`config.mk`:
```
export PLATFORM = sky130hd
export DESIGN_NAME = bus_dma_flat
export DESIGN_NICKNAME = d
export VERILOG_FILES = /design/src/rtl/bus_dma_pkg.sv /design/src/rtl/bus_if.sv /design/src/rtl/bus_dma.sv /design/src/flat_wrapper.sv
export SDC_FILE = /design/constraint.sdc
export NUM_CORES = 1
export LEC_CHECK = 0
export CORE_MARGIN = 3
export CORE_UTILIZATION = 35
export CTS_BUF_LIST = sky130_fd_sc_hd__clkbuf_16
export CTS_CLUSTER_SIZE = 24
export DETAILED_ROUTE_END_ITERATION = 12
export PLACE_DENSITY = 0.71
export SLEW_MARGIN = 20
export SYNTH_ARGS = -nofsm -noshare
export SYNTH_HDL_FRONTEND = slang
export SYNTH_SLANG_ARGS = --single-unit
```
`constraint.sdc`:
```
create_clock -name clk -period 3 [get_ports clk]
set_input_delay 0.75 -clock clk [delete_from_list [all_inputs] [get_ports clk]]
set_output_delay 0.75 -clock clk [all_outputs]
set_load 0.02 [all_outputs]
```
`src/rtl/bus_dma_pkg.sv`:
```
// Shared types, register offsets and CTRL bit positions for the bus_dma word-copy engine.
package bus_dma_pkg;

    typedef enum logic [1:0] {
        IDLE  = 2'd0,
        READ  = 2'd1,
        WRITE = 2'd2
    } dma_state_t;

    localparam logic [1:0] REG_SRC  = 2'd0;
    localparam logic [1:0] REG_DST  = 2'd1;
    localparam logic [1:0] REG_LEN  = 2'd2;
    localparam logic [1:0] REG_CTRL = 2'd3;

    localparam int CTRL_START  = 0;
    localparam int CTRL_IRQ_EN = 1;
    localparam int CTRL_DONE   = 2;

    // Merge new_v into old_v byte by byte where the strobe is set.
    function automatic logic [31:0] apply_wstrobe(input logic [31:0] old_v,
                                                  input logic [31:0] new_v,
                                                  input logic [3:0]  strb);
        logic [31:0] res;
        res = old_v;
        for (int b = 0; b < 4; b++) begin
            if (strb[b]) begin
                res[8*b +: 8] = new_v[8*b +: 8];
            end
        end
        return res;
    endfunction

endpackage

```
`src/rtl/bus_if.sv`:
```
// Simple valid/ready bus shared by the CPU register port and the DMA initiator port.
interface Bus;
    logic        valid;
    logic        ready;
    logic [31:0] address;
    logic [3:0]  wstrobe;
    logic [31:0] wdata;
    logic [31:0] rdata;
    logic        irq;

    modport m (output valid, output address, output wstrobe, output wdata,
               input ready, input rdata, input irq);
    modport s (input valid, input address, input wstrobe, input wdata,
               output ready, output rdata, output irq);
endinterface

```
`src/rtl/bus_dma.sv`:
```
// Word-copy DMA: CPU-visible SRC/DST/LEN/CTRL registers plus a read-then-write
// initiator FSM that moves one 32-bit word per read/write pair.
module bus_dma
    import bus_dma_pkg::*;
#(
    parameter int LEN_WIDTH = 16
) (
    input logic clk,
    input logic reset,
    Bus.s       reg_bus,
    Bus.m       mem_bus
);

    dma_state_t           state_q;
    logic [31:0]          src_q;
    logic [31:0]          dst_q;
    logic [LEN_WIDTH-1:0] len_q;
    logic [31:0]          buf_q;
    logic                 done_q;
    logic                 irq_en_q;
    logic                 valid_q;
    logic [31:0]          addr_q;
    logic [3:0]           wstrb_q;
    logic [31:0]          wdata_q;

    logic [31:0]          src_d;
    logic [31:0]          dst_d;
    logic [LEN_WIDTH-1:0] len_d;
    logic [31:0]          rdata_s;

    logic       busy_s;
    logic       reg_wr_s;
    logic [1:0] sel_s;
    logic       ctrl_wr_s;
    logic       start_s;
    logic       start_go_s;
    logic       start_zero_s;
    logic       clr_done_s;
    logic       mem_acc_s;
    logic       last_word_s;

    assign busy_s       = (state_q != IDLE);
    assign sel_s        = reg_bus.address[3:2];
    assign reg_wr_s     = reg_bus.valid && (reg_bus.wstrobe != 4'h0);
    assign ctrl_wr_s    = reg_wr_s && (sel_s == REG_CTRL) && reg_bus.wstrobe[0];
    assign start_s      = ctrl_wr_s && reg_bus.wdata[CTRL_START] && !busy_s;
    assign start_go_s   = start_s && (len_q != '0);
    assign start_zero_s = start_s && (len_q == '0);
    assign clr_done_s   = ctrl_wr_s && reg_bus.wdata[CTRL_DONE];
    assign mem_acc_s    = valid_q && mem_bus.ready;
    assign last_word_s  = (state_q == WRITE) && mem_acc_s && (len_q == LEN_WIDTH'(1));

    // Addresses are word aligned; LEN keeps only its low LEN_WIDTH bits.
    assign src_d = apply_wstrobe(src_q, reg_bus.wdata, reg_bus.wstrobe) & 32'hFFFF_FFFC;
    assign dst_d = apply_wstrobe(dst_q, reg_bus.wdata, reg_bus.wstrobe) & 32'hFFFF_FFFC;
    assign len_d = LEN_WIDTH'(apply_wstrobe(32'(len_q), reg_bus.wdata, reg_bus.wstrobe));

    // Zero-latency register read mux, quiet when no access is presented.
    always_comb begin
        rdata_s = 32'h0;
        if (reg_bus.valid) begin
            case (sel_s)
                REG_SRC: rdata_s = src_q;
                REG_DST: rdata_s = dst_q;
                REG_LEN: rdata_s = 32'(len_q);
                default: rdata_s = {29'h0, done_q, irq_en_q, busy_s};
            endcase
        end else begin
            rdata_s = 32'h0;
        end
    end

    assign reg_bus.ready = reg_bus.valid;
    assign reg_bus.rdata = rdata_s;
    assign reg_bus.irq   = done_q && irq_en_q;

    assign mem_bus.valid   = valid_q;
    assign mem_bus.address = addr_q;
    assign mem_bus.wstrobe = wstrb_q;
    assign mem_bus.wdata   = wdata_q;

    // Register file and initiator FSM share SRC/DST/LEN, so both live here.
    always_ff @(posedge clk) begin
        if (reset) begin
            state_q  <= IDLE;
            src_q    <= 32'h0;
            dst_q    <= 32'h0;
            len_q    <= '0;
            buf_q    <= 32'h0;
            done_q   <= 1'b0;
            irq_en_q <= 1'b0;
            valid_q  <= 1'b0;
            addr_q   <= 32'h0;
            wstrb_q  <= 4'h0;
            wdata_q  <= 32'h0;
        end else begin
            if (reg_wr_s && !busy_s) begin
                case (sel_s)
                    REG_SRC: src_q <= src_d;
                    REG_DST: dst_q <= dst_d;
                    REG_LEN: len_q <= len_d;
                    default: ;
                endcase
            end

            if (ctrl_wr_s) begin
                irq_en_q <= reg_bus.wdata[CTRL_IRQ_EN];
            end

            // A hardware completion beats a same-cycle CPU clear.
            if (last_word_s || start_zero_s) begin
                done_q <= 1'b1;
            end else if (start_go_s || clr_done_s) begin
                done_q <= 1'b0;
            end

            case (state_q)
                IDLE: begin
                    if (start_go_s) begin
                        state_q <= READ;
                        valid_q <= 1'b1;
                        addr_q  <= src_q;
                        wstrb_q <= 4'h0;
                    end
                end
                READ: begin
                    if (mem_acc_s) begin
                        buf_q   <= mem_bus.rdata;
                        wdata_q <= mem_bus.rdata;
                        addr_q  <= dst_q;
                        wstrb_q <= 4'hF;
                        state_q <= WRITE;
                    end
                end
                WRITE: begin
                    if (mem_acc_s) begin
                        src_q <= src_q + 32'd4;
                        dst_q <= dst_q + 32'd4;
                        len_q <= len_q - LEN_WIDTH'(1);
                        wstrb_q <= 4'h0;
                        if (len_q == LEN_WIDTH'(1)) begin
                            state_q <= IDLE;
                            valid_q <= 1'b0;
                            addr_q  <= 32'h0;
                        end else begin
                            state_q <= READ;
                            addr_q  <= src_q + 32'd4;
                        end
                    end
                end
                default: begin
                    state_q <= IDLE;
                    valid_q <= 1'b0;
                    wstrb_q <= 4'h0;
                end
            endcase
        end
    end

endmodule

```
`src/flat_wrapper.sv`:
```
// flat-port wrapper written by rule: the top's interface ports become plain ports
module bus_dma_flat import bus_dma_pkg::*;
#(
    parameter int LEN_WIDTH = 16
)
  (clk, reset, reg_bus_valid, reg_bus_address, reg_bus_wstrobe, reg_bus_wdata, reg_bus_ready, reg_bus_rdata, reg_bus_irq, mem_bus_valid, mem_bus_address, mem_bus_wstrobe, mem_bus_wdata, mem_bus_ready, mem_bus_rdata, mem_bus_irq);
  Bus reg_bus_i ();
  Bus mem_bus_i ();
  input logic clk;
  input logic reset;
  input wire logic [$bits(reg_bus_i.valid)-1:0] reg_bus_valid;
  input wire logic [$bits(reg_bus_i.address)-1:0] reg_bus_address;
  input wire logic [$bits(reg_bus_i.wstrobe)-1:0] reg_bus_wstrobe;
  input wire logic [$bits(reg_bus_i.wdata)-1:0] reg_bus_wdata;
  output wire logic [$bits(reg_bus_i.ready)-1:0] reg_bus_ready;
  output wire logic [$bits(reg_bus_i.rdata)-1:0] reg_bus_rdata;
  output wire logic [$bits(reg_bus_i.irq)-1:0] reg_bus_irq;
  output wire logic [$bits(mem_bus_i.valid)-1:0] mem_bus_valid;
  output wire logic [$bits(mem_bus_i.address)-1:0] mem_bus_address;
  output wire logic [$bits(mem_bus_i.wstrobe)-1:0] mem_bus_wstrobe;
  output wire logic [$bits(mem_bus_i.wdata)-1:0] mem_bus_wdata;
  input wire logic [$bits(mem_bus_i.ready)-1:0] mem_bus_ready;
  input wire logic [$bits(mem_bus_i.rdata)-1:0] mem_bus_rdata;
  input wire logic [$bits(mem_bus_i.irq)-1:0] mem_bus_irq;
  assign reg_bus_i.valid = reg_bus_valid;
  assign reg_bus_i.address = reg_bus_address;
  assign reg_bus_i.wstrobe = reg_bus_wstrobe;
  assign reg_bus_i.wdata = reg_bus_wdata;
  assign reg_bus_ready = reg_bus_i.ready;
  assign reg_bus_rdata = reg_bus_i.rdata;
  assign reg_bus_irq = reg_bus_i.irq;
  assign mem_bus_valid = mem_bus_i.valid;
  assign mem_bus_address = mem_bus_i.address;
  assign mem_bus_wstrobe = mem_bus_i.wstrobe;
  assign mem_bus_wdata = mem_bus_i.wdata;
  assign mem_bus_i.ready = mem_bus_ready;
  assign mem_bus_i.rdata = mem_bus_rdata;
  assign mem_bus_i.irq = mem_bus_irq;
  bus_dma #(.LEN_WIDTH(LEN_WIDTH)) u_core (.clk(clk), .reset(reset), .reg_bus(reg_bus_i), .mem_bus(mem_bus_i));
endmodule
```
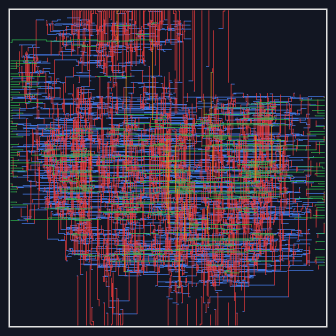
run_1/wires.png
metal 2: marked red, wire length 14,600 um. metal 3: marked green, wire length 3,130 um. metal 4: marked orange, wire length 496 um. metal 1: marked blue, wire length 13,600 um.
Routed WL per cell: 18.7 um
DRT Wirelength: 31,800 um
routed via count: 9,858

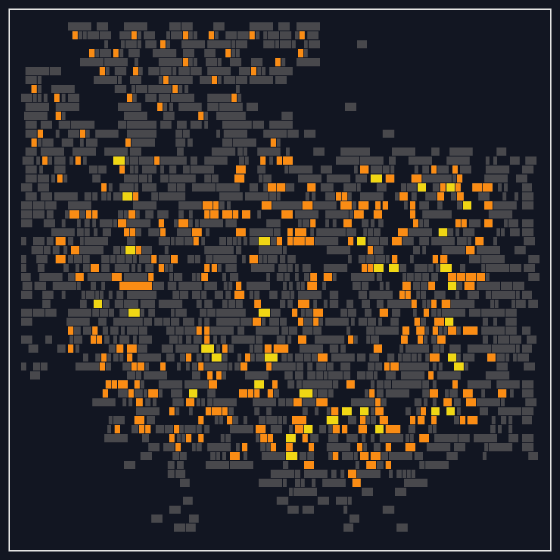
run_1/logic_types.png
aoi and oai cells: marked orange, cells 281, most used a21oi_1. non-inverting ao/oa cells: marked yellow, cells 35, most used a21o_1.
combinational fraction of the cell area: 0.449
final cell count without fillers: 1,702
most frequent logic cell in the layout: nor2_1

==> deck_impl_summary.md, run 1 <==
Physical Implementation Snapshot

Run status
  – Status: finished, final reports clean

CTS
  – Cts hold-fix bufs: 0
  – H-Tree Depth: 4
  – CTS tree: done
  – CTS max path bufs: 2
  – Clk Tree Root Cell: clkbuf_16
  – Cts bufs inserted: 17

Final timing
  – Final Cycle Share: 0.972
  – Final Setup Violations: 0
  – Final hold slack: 454 ps
  – Setup_tns: 0 ps
  – Fin crit period: 2910 ps
  – Worst slew pin tran: 804 ps
  – Setup WS post-layout: 85.3 ps
  – Slew headroom: 0.462
  – Final Skew: 15.3 ps

Global routing
  – GRT overflow: 0
  – Initial antenna violation count: 0
  – First-pass GRT wire length: 49,700 um
  – Number of global-route vias before repair: 9,132
  – Met1 Resource Use GR: 0.323
  – Largest net degree at the start of global routing: 61
  – Met2 usage: 0.364
  – GRT Util Overall: 0.233
  – GR peak layer: met2

Flow run
  – OpenROAD warning count: 63

Power and ir drop
  – Sw Share: 0.308
  – Sw Pwr: 1.61 mW
  – Total power: 5.22 mW
  – VDD IR-drop max: 0.385 mV
  – Flop pwr share: 0.414
  – Clock power frac: 0.391
  – Internal: 3.61 mW
  – Comb power frac: 0.194

Critical path
  – Top delay family on crit path: buffers and inverters
  – Buffers and inverters on the worst path: 4
  – Critical Path RT: 2250 ps
  – Worst-path cell chain: dlygate4sd2_1 > buf_12 > buf_4 > mux2i_1 > o21ai_0 > and2_1 > clkdlybuf4s15_1
  – Slowest stage delay, CP: 300 ps
  – Critical Path AT: 2160 ps

Floorplanning
  – Die Y: 164 um
  – FP Util: 0.358
  – Die W: 164 um

Logic synthesis
  – Post-synth EDFFs: 0
  – Ys async rst share: 0
  – Syn. warnings: 0
  – Register area share after synthesis: 0.341
  – Gate Count Post-Synth: 1,174
  – Synthesized Nets: 1,289
  – Yosys top cell by area: dfxtp_1
  – FF+latch count, synth: 149
  – Synth Flop Type: dfxtp_1
  – Yosys chip area: 8750 um2

Routing
  – Drt first pass iters: 9
  – Post-route DRC: 0
  – Initial DRC count: 1,022
  – Via density: 5.79

Cells and area
  – Commonest non-fill, non-tap cells in the layout: 159 x nor2_1, 149 x dfxtp_1, 147 x nand2_1, 140 x clkdlybuf4s50_1, 114 x a21oi_1
  – Ant diodes: 0
  – # nets final: 1,480

Place
  – Placed inst area: 11,300 um2
  – Routability Congestion: 0.978
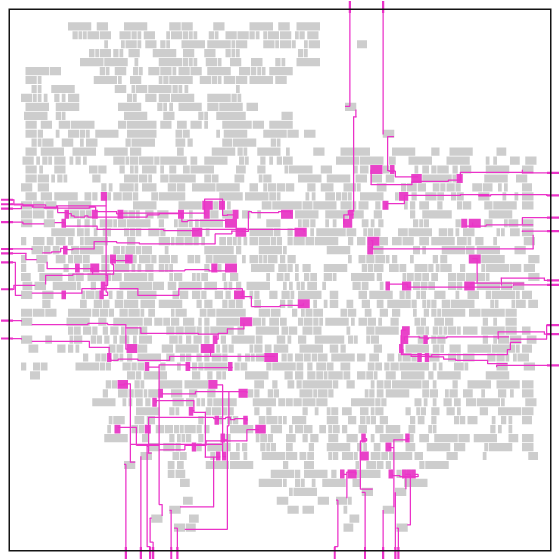
run_1/io_fan.png
reg_bus_wdata: marked magenta, direction input, edge 11 bottom, 10 left, 9 right, 2 top, end cells 83, buffers 32, wire 2,080 um.
IO Pins: 208
Port Buffers: 176

-- run 1: flip-flops by register name (all words and copies together), names as in the netlist --
signal                  count
u_core.mem_bus.wstrobe      1
u_core.done_q               1
u_core.len_q               16
u_core.mem_bus.wdata       32
u_core.dst_q               32
u_core.state_q              1
u_core.mem_bus.valid        1
u_core.irq_en_q             1
u_core.mem_bus.address     32
u_core.src_q               32
-- run 1: final cells by class --
| cell class | instances | area (um2) |
|---|---|---|
| clock inverter | 15 | 123 |
| inverter | 10 | 37.5 |
| tap | 324 | 405 |
| clock buffer | 17 | 425 |
| sequential | 149 | 2980 |
| timing repair buffer | 273 | 2540 |
| multi-input combinational | 914 | 5310 |
| fill | 2376 | 12600 |
-- run 1: power groups by stage --
stage	combinational [mW]	sequential [mW]	clock (mW)
after floorplan	0.460	2.23	0
after global placement	0.991	2.20	0
after detailed placement	1.00	2.20	0
after CTS	1.00	2.16	2.07
after global routing	1.08	2.17	2.16
final	1.01	2.16	2.04
-- run 1: worst reg2reg max path: stages, from the launching register on --
cell and delay, ps:
dfxtp_1 520, nand3_1 210, or4_1 640, or2_1 290, mux2_2 280, a222oi_1 460, a211oi_1 150
-- run 1: routing by layer --
metal | wire length [um] | vias to the layer above
li1 | - | 4673
met2 | 14600 | 547
met4 | 496 | 0
met1 | 13600 | 4592
met3 | 3130 | 46
met5 | 0 | -
-- run 1: through the flow --
stage	cells	util
after floorplan	1174	-
after global placement	1667	0.462
after detailed placement	1667	0.462
after CTS	1702	0.484
after global routing	1702	0.483
final	1702	0.483
-- run 1: repair_timing --
item	4_1_cts	5_1_grt
gates resized	37	11
endpoints found under the setup margin	33	6
setup buffers	3	0
pin swaps	0	0
-- run 1: logic make-up (layout without fill, tap and decap cells) --
logic type,after synthesis,in the layout,synth area share
compound gates,316,316,0.240
xor+xnor,8,8,0.00801
fa+ha+maj,10,10,0.0143
buf+inv,111,315,0.0539
flops,149,149,0.341
mux,43,43,0.0538
simple gates,537,537,0.289
-- run 1: path summary, 6_finish.rpt --
check / slack (ps) / cells past startpoint / to / from
max: 90 / 7 / reg_bus_rdata[5] / reg_bus_address[3]
min: 450 / 2 / u_core.mem_bus.wdata[5] / u_core.mem_bus.wdata[5]
max reg2reg: 320 / 6 / u_core.mem_bus.address[15] / u_core.src_q[7]
min reg2reg: 450 / 2 / u_core.mem_bus.wdata[5] / u_core.mem_bus.wdata[5]
-- run 1: cells in the mapped netlist (10+ instances only) --
| cell | n |
|---|---|
| buf_1 | 11 |
| a311oi_1 | 13 |
| nand2_1 | 147 |
| a221oi_1 | 13 |
| nor2_1 | 159 |
| mux2i_1 | 38 |
| and2_1 | 30 |
| a31oi_1 | 14 |
| nand4_1 | 19 |
| a2111oi_0 | 11 |
| nand3_1 | 52 |
| clkbuf_1 | 69 |
| nor3_1 | 52 |
| o21ai_0 | 41 |
| ha_1 | 10 |
| nor4_1 | 18 |
| a21oi_1 | 114 |
| a21o_1 | 11 |
| dfxtp_1 | 149 |
| and3_1 | 19 |
| a211oi_1 | 29 |
==> inputs of run 2 (changes only) <==
- CTS_BUF_LIST: sky130_fd_sc_hd__clkbuf_16 -> default
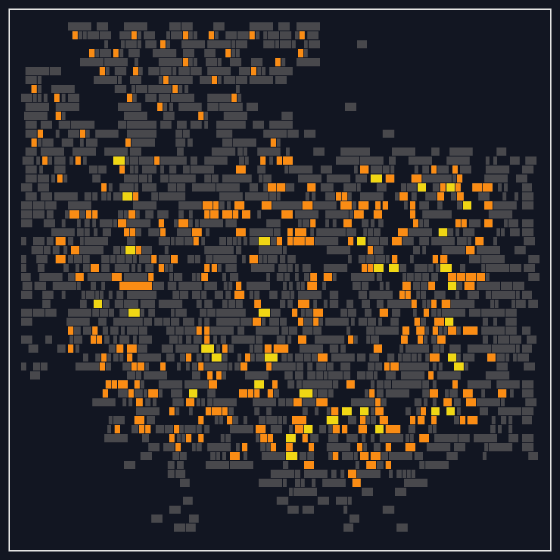
run_2/logic_types.png
aoi and oai cells: marked orange, cells 281, most used a21oi_1. non-inverting ao/oa cells: marked yellow, cells 35, most used a21o_1.
combinational fraction of the cell area: 0.449

==> run 2 against run 1 <==
Die size unchanged. Routed wire length increased by 0.26%. Final area about the same. First-iteration DRC count decreased by 4.3%. Total power increased by 0.61%. Largest cell class unchanged.
==> deck_impl_summary.md, run 2 <==
Physical Implementation Snapshot

Cells and area
  – # nets final: 1,480 (unchanged)
  – Most frequent logic cell in the layout: nor2_1
  – Final core occ: 0.484 (about the same)
  – Comb gate area: 5310 um2 (unchanged)
  – Register area: 2980 um2 (unchanged)
  – Ant diodes: 0 (unchanged)

Logic synthesis
  – Post-synth EDFFs: 0 (unchanged)
  – Syn. warnings: 0 (unchanged)
  – Yosys chip area: 8750 um2 (unchanged)
  – Top cells by count: 159 x nor2_1, 149 x dfxtp_1, 147 x nand2_1, 114 x a21oi_1, 69 x clkbuf_1
  – Gate Count Post-Synth: 1,174 (unchanged)
  – Synth Flop Type: dfxtp_1
  – Unique masters post-synth: 75
  – Synthesized Nets: 1,289 (unchanged)
  – FF+latch count, synth: 149 (unchanged)
  – Register area share after synthesis: 0.341 (unchanged)

Global routing
  – Initial antenna violation count: 0 (unchanged)
  – Number of global-route vias before repair: 9,129 (-0.033%)
  – GR peak layer: met2
  – First-pass GRT wire length: 49,700 um (about the same)
  – Met2 usage: 0.363 (-0.000564)
  – GRT overflow: 0 (unchanged)
  – Largest net degree at the start of global routing: 61 (unchanged)
  – Met1 Resource Use GR: 0.323 (about the same)

Final timing
  – Worst slew pin tran: 800 ps (-3.41 ps)
  – Final Skew: 14.7 ps (-0.549 ps)
  – Final Setup Violations: 0 (unchanged)
  – Slew headroom: 0.465 (+0.00228)
  – Final hold slack: 454 ps (-0.343 ps)
  – Setup WS post-layout: 91.4 ps (+6.16 ps)
  – Final Cycle Share: 0.970 (-0.00205)

Critical path
  – Reg-to-Reg Start: u_core.mem_bus.wstrobe[2]
  – Crit Reg-Reg Endpoint: u_core.dst_q[30]
  – Worst setup path startpoint: reg_bus_address[3]
  – Flop-to-flop setup slack: 340 ps (+20 ps)
  – Critical Path RT: 2250 ps (about the same)
  – R2R depth: 8 (+2)

Floorplanning
  – IO Pins: 208 (unchanged)
  – Die W: 164 um (unchanged)
  – Die Y: 164 um (unchanged)

CTS
  – Cts bufs inserted: 17 (unchanged)
  – CTS tree: done
  – CTS max path bufs: 2 (unchanged)
  – H-Tree Depth: 4 (unchanged)
  – Clk Tree Root Cell: clkbuf_16

Routing
  – DRT Wirelength: 31,900 um (+0.26%)
  – Routed WL per cell: 18.7 um (+0.26%)
  – Post-route DRC: 0 (unchanged)
  – Via density: 5.77 (-0.37%)
  – Routed via count: 9,822 (-0.37%)
  – Drt first pass iters: 5 (-4)

Place
  – Port Buffers: 176 (unchanged)
  – Placed inst area: 11,300 um2 (unchanged)

Min path
  – Worst hold start: u_core.mem_bus.wdata[28]

Power and ir drop
  – VDD IR-drop max: 0.391 mV (+1.5%)

Run status
  – Status: finished, final reports clean

Flow run
  – OpenROAD warning count: 63 (unchanged)
[run 2: cell counts after synthesis]
No cell type changed its count.
[run 2: worst max-delay path by stage]
stage / endpoint / depth (start not counted)
3_3_place_gp: reg_bus_rdata[1] / 5
3_5_place_dp: reg_bus_rdata[1] / 5
6_report: reg_bus_rdata[5] / 7
2_1_floorplan: reg_bus_rdata[26] / 5
5_1_grt: reg_bus_rdata[3] / 8
4_1_cts: reg_bus_rdata[6] / 7
[run 2: repair_timing]
item	in CTS	in global routing
pin swaps	0	0
resized	37	11
setup buffers	3	0
setup endpoints to repair	33	6
gates cloned	0	0
[run 2: cell type report]
class,instances,area share
Sequential cell,149,0.252
Clock buffer,19,0.0374
Tap cell,324,0.0343
Multi-Input combinational cell,914,0.449
Timing Repair Buffer,273,0.214
Clock inverter,13,0.00973
Inverter,10,0.00317
[run 2: logic make-up after synthesis]
group	count (synthesis)	share of synthesized area
compound gates	316	0.240
xor+xnor	8	0.00801
fa+ha+maj	10	0.0143
buf+inv	111	0.0539
flops	149	0.341
mux	43	0.0538
simple gates	537	0.289
[run 2: report_power, final]
group | total [mW] | internal, mW | leakage, nW | switching (mW)
Clock | 2.07 | 1.11 | 0.265 | 0.967
Sequential | 2.16 | 2.07 | 1.21 | 0.0947
Combinational | 1.01 | 0.466 | 2.78 | 0.547
Total | 5.25 | 3.64 | 4.25 | 1.61
[run 2: layer usage]
metal  routed length, um  up-vias
li1                    -     4668
met1               13300     4570
met2               14700      533
met3                3370       51
met4                 529        0
met5                   0        -
[run 2: critical path, stage by stage]
cell	delay, ps
dlygate4sd2_1	260
buf_12	140
buf_4	170
mux2i_1	110
o21ai_0	250
and2_1	170
clkdlybuf4s15_1	300
[run 2: metrics by stage]
step | std cells | TNS (ps) | total power [mW]
floorplan | 1174 | 0 | 2.69
global placement | 1667 | -13910 | 3.19
detailed placement | 1667 | -14370 | 3.20
CTS | 1702 | 0 | 5.26
global route | 1702 | 0 | 5.45
finish | 1702 | 0 | 5.25
==> inputs of run 3 (changes only) <==
- CELL_PAD_IN_SITES_DETAIL_PLACEMENT: default -> 0
- CELL_PAD_IN_SITES_GLOBAL_PLACEMENT: default -> 1
- PLACE_DENSITY: 0.71 -> 0.9
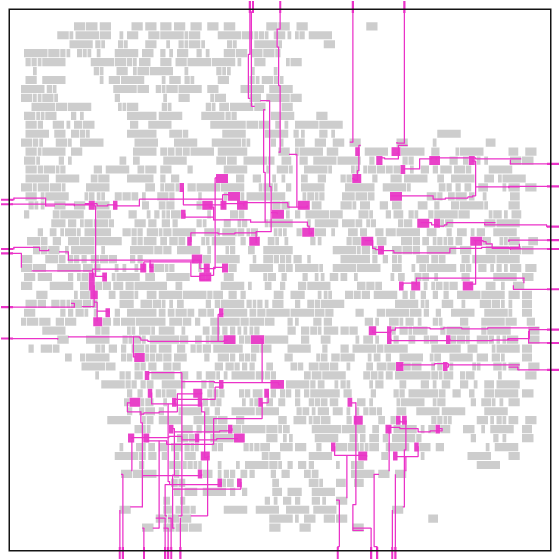
run_3/io_fan.png
reg_bus_wdata: marked magenta, direction input, edge 12 bottom, 9 right, 6 left, 5 top, end cells 83, buffers 32, wire 2,190 um.

==> run 3 against run 2 <==
Critical path depth is 4 lower. Synthesized area stayed put. Final cell count fell by 0.47%. Fmax increased by 0.93%. Largest power group is now clock. Die size unchanged. Flip-flop count unchanged. Clock skew shrank 4.7 ps. Sequential share of layout area decreased by 0.27 points. Utilization rose by 0.52 points. Worst setup slack improved by 27 ps. Synthesized cell count did not move.
==> deck_impl_summary.md, run 3 <==
Physical Implementation Snapshot

Global routing
  – Number of global-route vias before repair: 8,930 (-2.2%)
  – Initial antenna violation count: 0 (unchanged)
  – First-pass GRT wire length: 49,400 um (-0.60%)
  – Largest net degree at the start of global routing: 69 (+13%)
  – GRT Util Overall: 0.232
  – GRT overflow: 0 (unchanged)

Routing
  – Routed via count: 9,841 (+0.19%)
  – Post-route DRC: 0 (unchanged)
  – Drt first pass iters: 8 (+3)
  – Routed WL per cell: 19.1 um (+2.1%)
  – Via density: 5.81 (+0.67%)
  – DRT Wirelength: 32,400 um (+1.6%)
  – Post-DRT Antenna Nets: 0

Power and ir drop
  – Sw Pwr: 1.65 mW (+2.5%)
  – Sw Share: 0.302 (-0.00463)
  – Power Density: 457 nW/um2
  – Comb power frac: 0.188 (-0.005)
  – Internal: 3.81 mW (+4.8%)
  – Flop pwr share: 0.396 (-0.016)
  – VDD IR-drop max: 0.339 mV (-13%)
  – Clock power frac: 0.416 (+0.021)
  – Total power: 5.46 mW (+4.1%)

Final timing
  – Worst slew pin tran: 842 ps (+41.8 ps)
  – Setup_tns: 0 ps (unchanged)
  – Slew Viols, Final: 0
  – RSZ-0062 raised after global routing: no
  – Final Hold Vio Count: 0
  – Final Cycle Share: 0.961 (-0.00896)
  – Fin crit period: 2880 ps
  – Final Setup Violations: 0 (unchanged)
  – Final Skew: 10.0 ps (-4.73 ps)
  – Slew headroom: 0.437 (-0.0280)

Logic synthesis
  – Dominant cell area share: 0.341
  – Top cells, area: dfxtp_1 34%, nor2_1 6.8%, a21oi_1 6.5%, nand2_1 6.3%, mux2i_1 4.3%
  – Synth top cell by count: nor2_1
  – Gate Count Post-Synth: 1,174 (unchanged)
  – # Cells Yosys: 1,174
  – Register area share after synthesis: 0.341 (unchanged)
  – Synth Flop Type: dfxtp_1
  – Syn_area_per_cell: 7.45 um2
  – Unique masters post-synth: 75 (unchanged)
  – Yosys chip area: 8750 um2 (unchanged)
  – Post-synth EDFFs: 0 (unchanged)
  – Top cells by count: 159 x nor2_1, 149 x dfxtp_1, 147 x nand2_1, 114 x a21oi_1, 69 x clkbuf_1
  – Synthesized Nets: 1,289 (unchanged)
  – FF+latch count, synth: 149 (unchanged)
  – Syn. warnings: 0 (unchanged)

Place
  – DP HPWL: 23,600 um
  – Routability Congestion: 0.935
  – Port Buffers: 176 (unchanged)

Cells and area
  – Register area: 2980 um2 (unchanged)
  – # nets final: 1,472 (-0.54%)
  – Ant diodes: 0 (unchanged)
  – Final core occ: 0.489 (+0.00522)
  – Most frequent logic cell in the layout: nor2_1
  – Comb gate area: 5330 um2 (+0.38%)

Floorplanning
  – Die Y: 164 um (unchanged)
  – Chip Area: 26,900 um2
  – IO Pins: 208 (unchanged)
  – Die W: 164 um (unchanged)
  – FP Util: 0.358

CTS
  – Cts bufs inserted: 17 (unchanged)
  – Reg clk slew, reported paths: 70 ps
  – Worst-Skew Late Latency: 430 ps
  – CTS max path bufs: 2 (unchanged)
  – CTS tree: done
  – H-Tree Depth: 4 (unchanged)
  – Clk Tree Root Cell: clkbuf_16

Critical path
  – Critical Path RT: 2250 ps (about the same)
  – Slowest stage delay, CP: 620 ps (+320 ps)
  – CP max stage cell: clkdlybuf4s50_1
  – Crit-path most repeated cell: clkdlybuf4s50_1
  – Worst-path cell chain: clkdlybuf4s50_1 > buf_4 > clkdlybuf4s50_1

Flow run
  – OpenROAD warning count: 63 (unchanged)

Run status
  – Status: finished, final reports clean
==> run 3: cell counts after synthesis <==
Identical to the previous run, type by type.
==> run 3: per-layer routing <==
layer	wire length (um)	part of all wire	GRT usage	vias to the layer above
met5	0	0	0	-
met3	2990	0.092	0.0494	65
li1	-	-	-	4654
met1	13800	0.42	0.314	4628
met4	700	0.022	0.0711	0
met2	15000	0.46	0.370	494
==> run 3: timing repair <==
item / 4_1_cts / 5_1_grt
gates resized: 70 / 10
setup buffers: 2 / 0
hold buffers: 0 / 0
gates cloned: 0 / 1
setup endpoints to repair: 32 / 17
pin swaps: 0 / 1
==> run 3: final timing paths <==
path,startpoint,to,slack [ps],cells past startpoint
min reg2reg,u_core.mem_bus.wdata[29],u_core.mem_bus.wdata[29],450,2
max reg2reg,u_core.len_q[0],u_core.mem_bus.address[5],130,7
min,u_core.mem_bus.wdata[29],u_core.mem_bus.wdata[29],450,2
max,reg_bus_valid,reg_bus_ready,120,3
==> run 3: cell type report <==
type | count | share of cell area
clock buffers | 17 | 0.0356
clock inverters | 15 | 0.0153
inverters | 10 | 0.00314
multi-input cells | 914 | 0.446
flip-flops and latches | 149 | 0.249
well taps | 324 | 0.0339
repair buffers | 265 | 0.217
==> run 3: metrics by stage <==
| stage | hold slack (ps) | cell area (um2) | std cells | worst slack (ps) |
|---|---|---|---|---|
| after CTS | 457 | 11900 | 1693 | 1.32 |
| after global placement | 441 | 11300 | 1659 | -404 |
| after global routing | 477 | 12000 | 1694 | 0.401 |
| final | 454 | 12000 | 1694 | 118 |
| after floorplan | 442 | 8750 | 1174 | 156 |
| after detailed placement | 446 | 11300 | 1659 | -383 |
==> run 3: power groups by stage <==
stage	clock [mW]	combinational (mW)	sequential, mW
global route	2.37	1.10	2.17
detailed placement	0	1.01	2.20
finish	2.27	1.03	2.16
CTS	2.30	1.01	2.16
floorplan	0	0.460	2.23
global placement	0	1.00	2.20
==> run 3: kinds of logic after synthesis <==
logic type               synth area share
multiplexers                       0.0538
AND/OR/NAND/NOR                     0.289
buffers and inverters              0.0539
XOR/XNOR                          0.00801
adder cells (fa/ha/maj)            0.0143
AND-OR/OR-AND                       0.240
flip-flops                          0.341
==> run 3: worst max-delay path: cells and delay by family <==
kind | cells | cell delay, ps
buffers and inverters | 3 | 1390
Power is estimated from default activity; no workload was simulated.
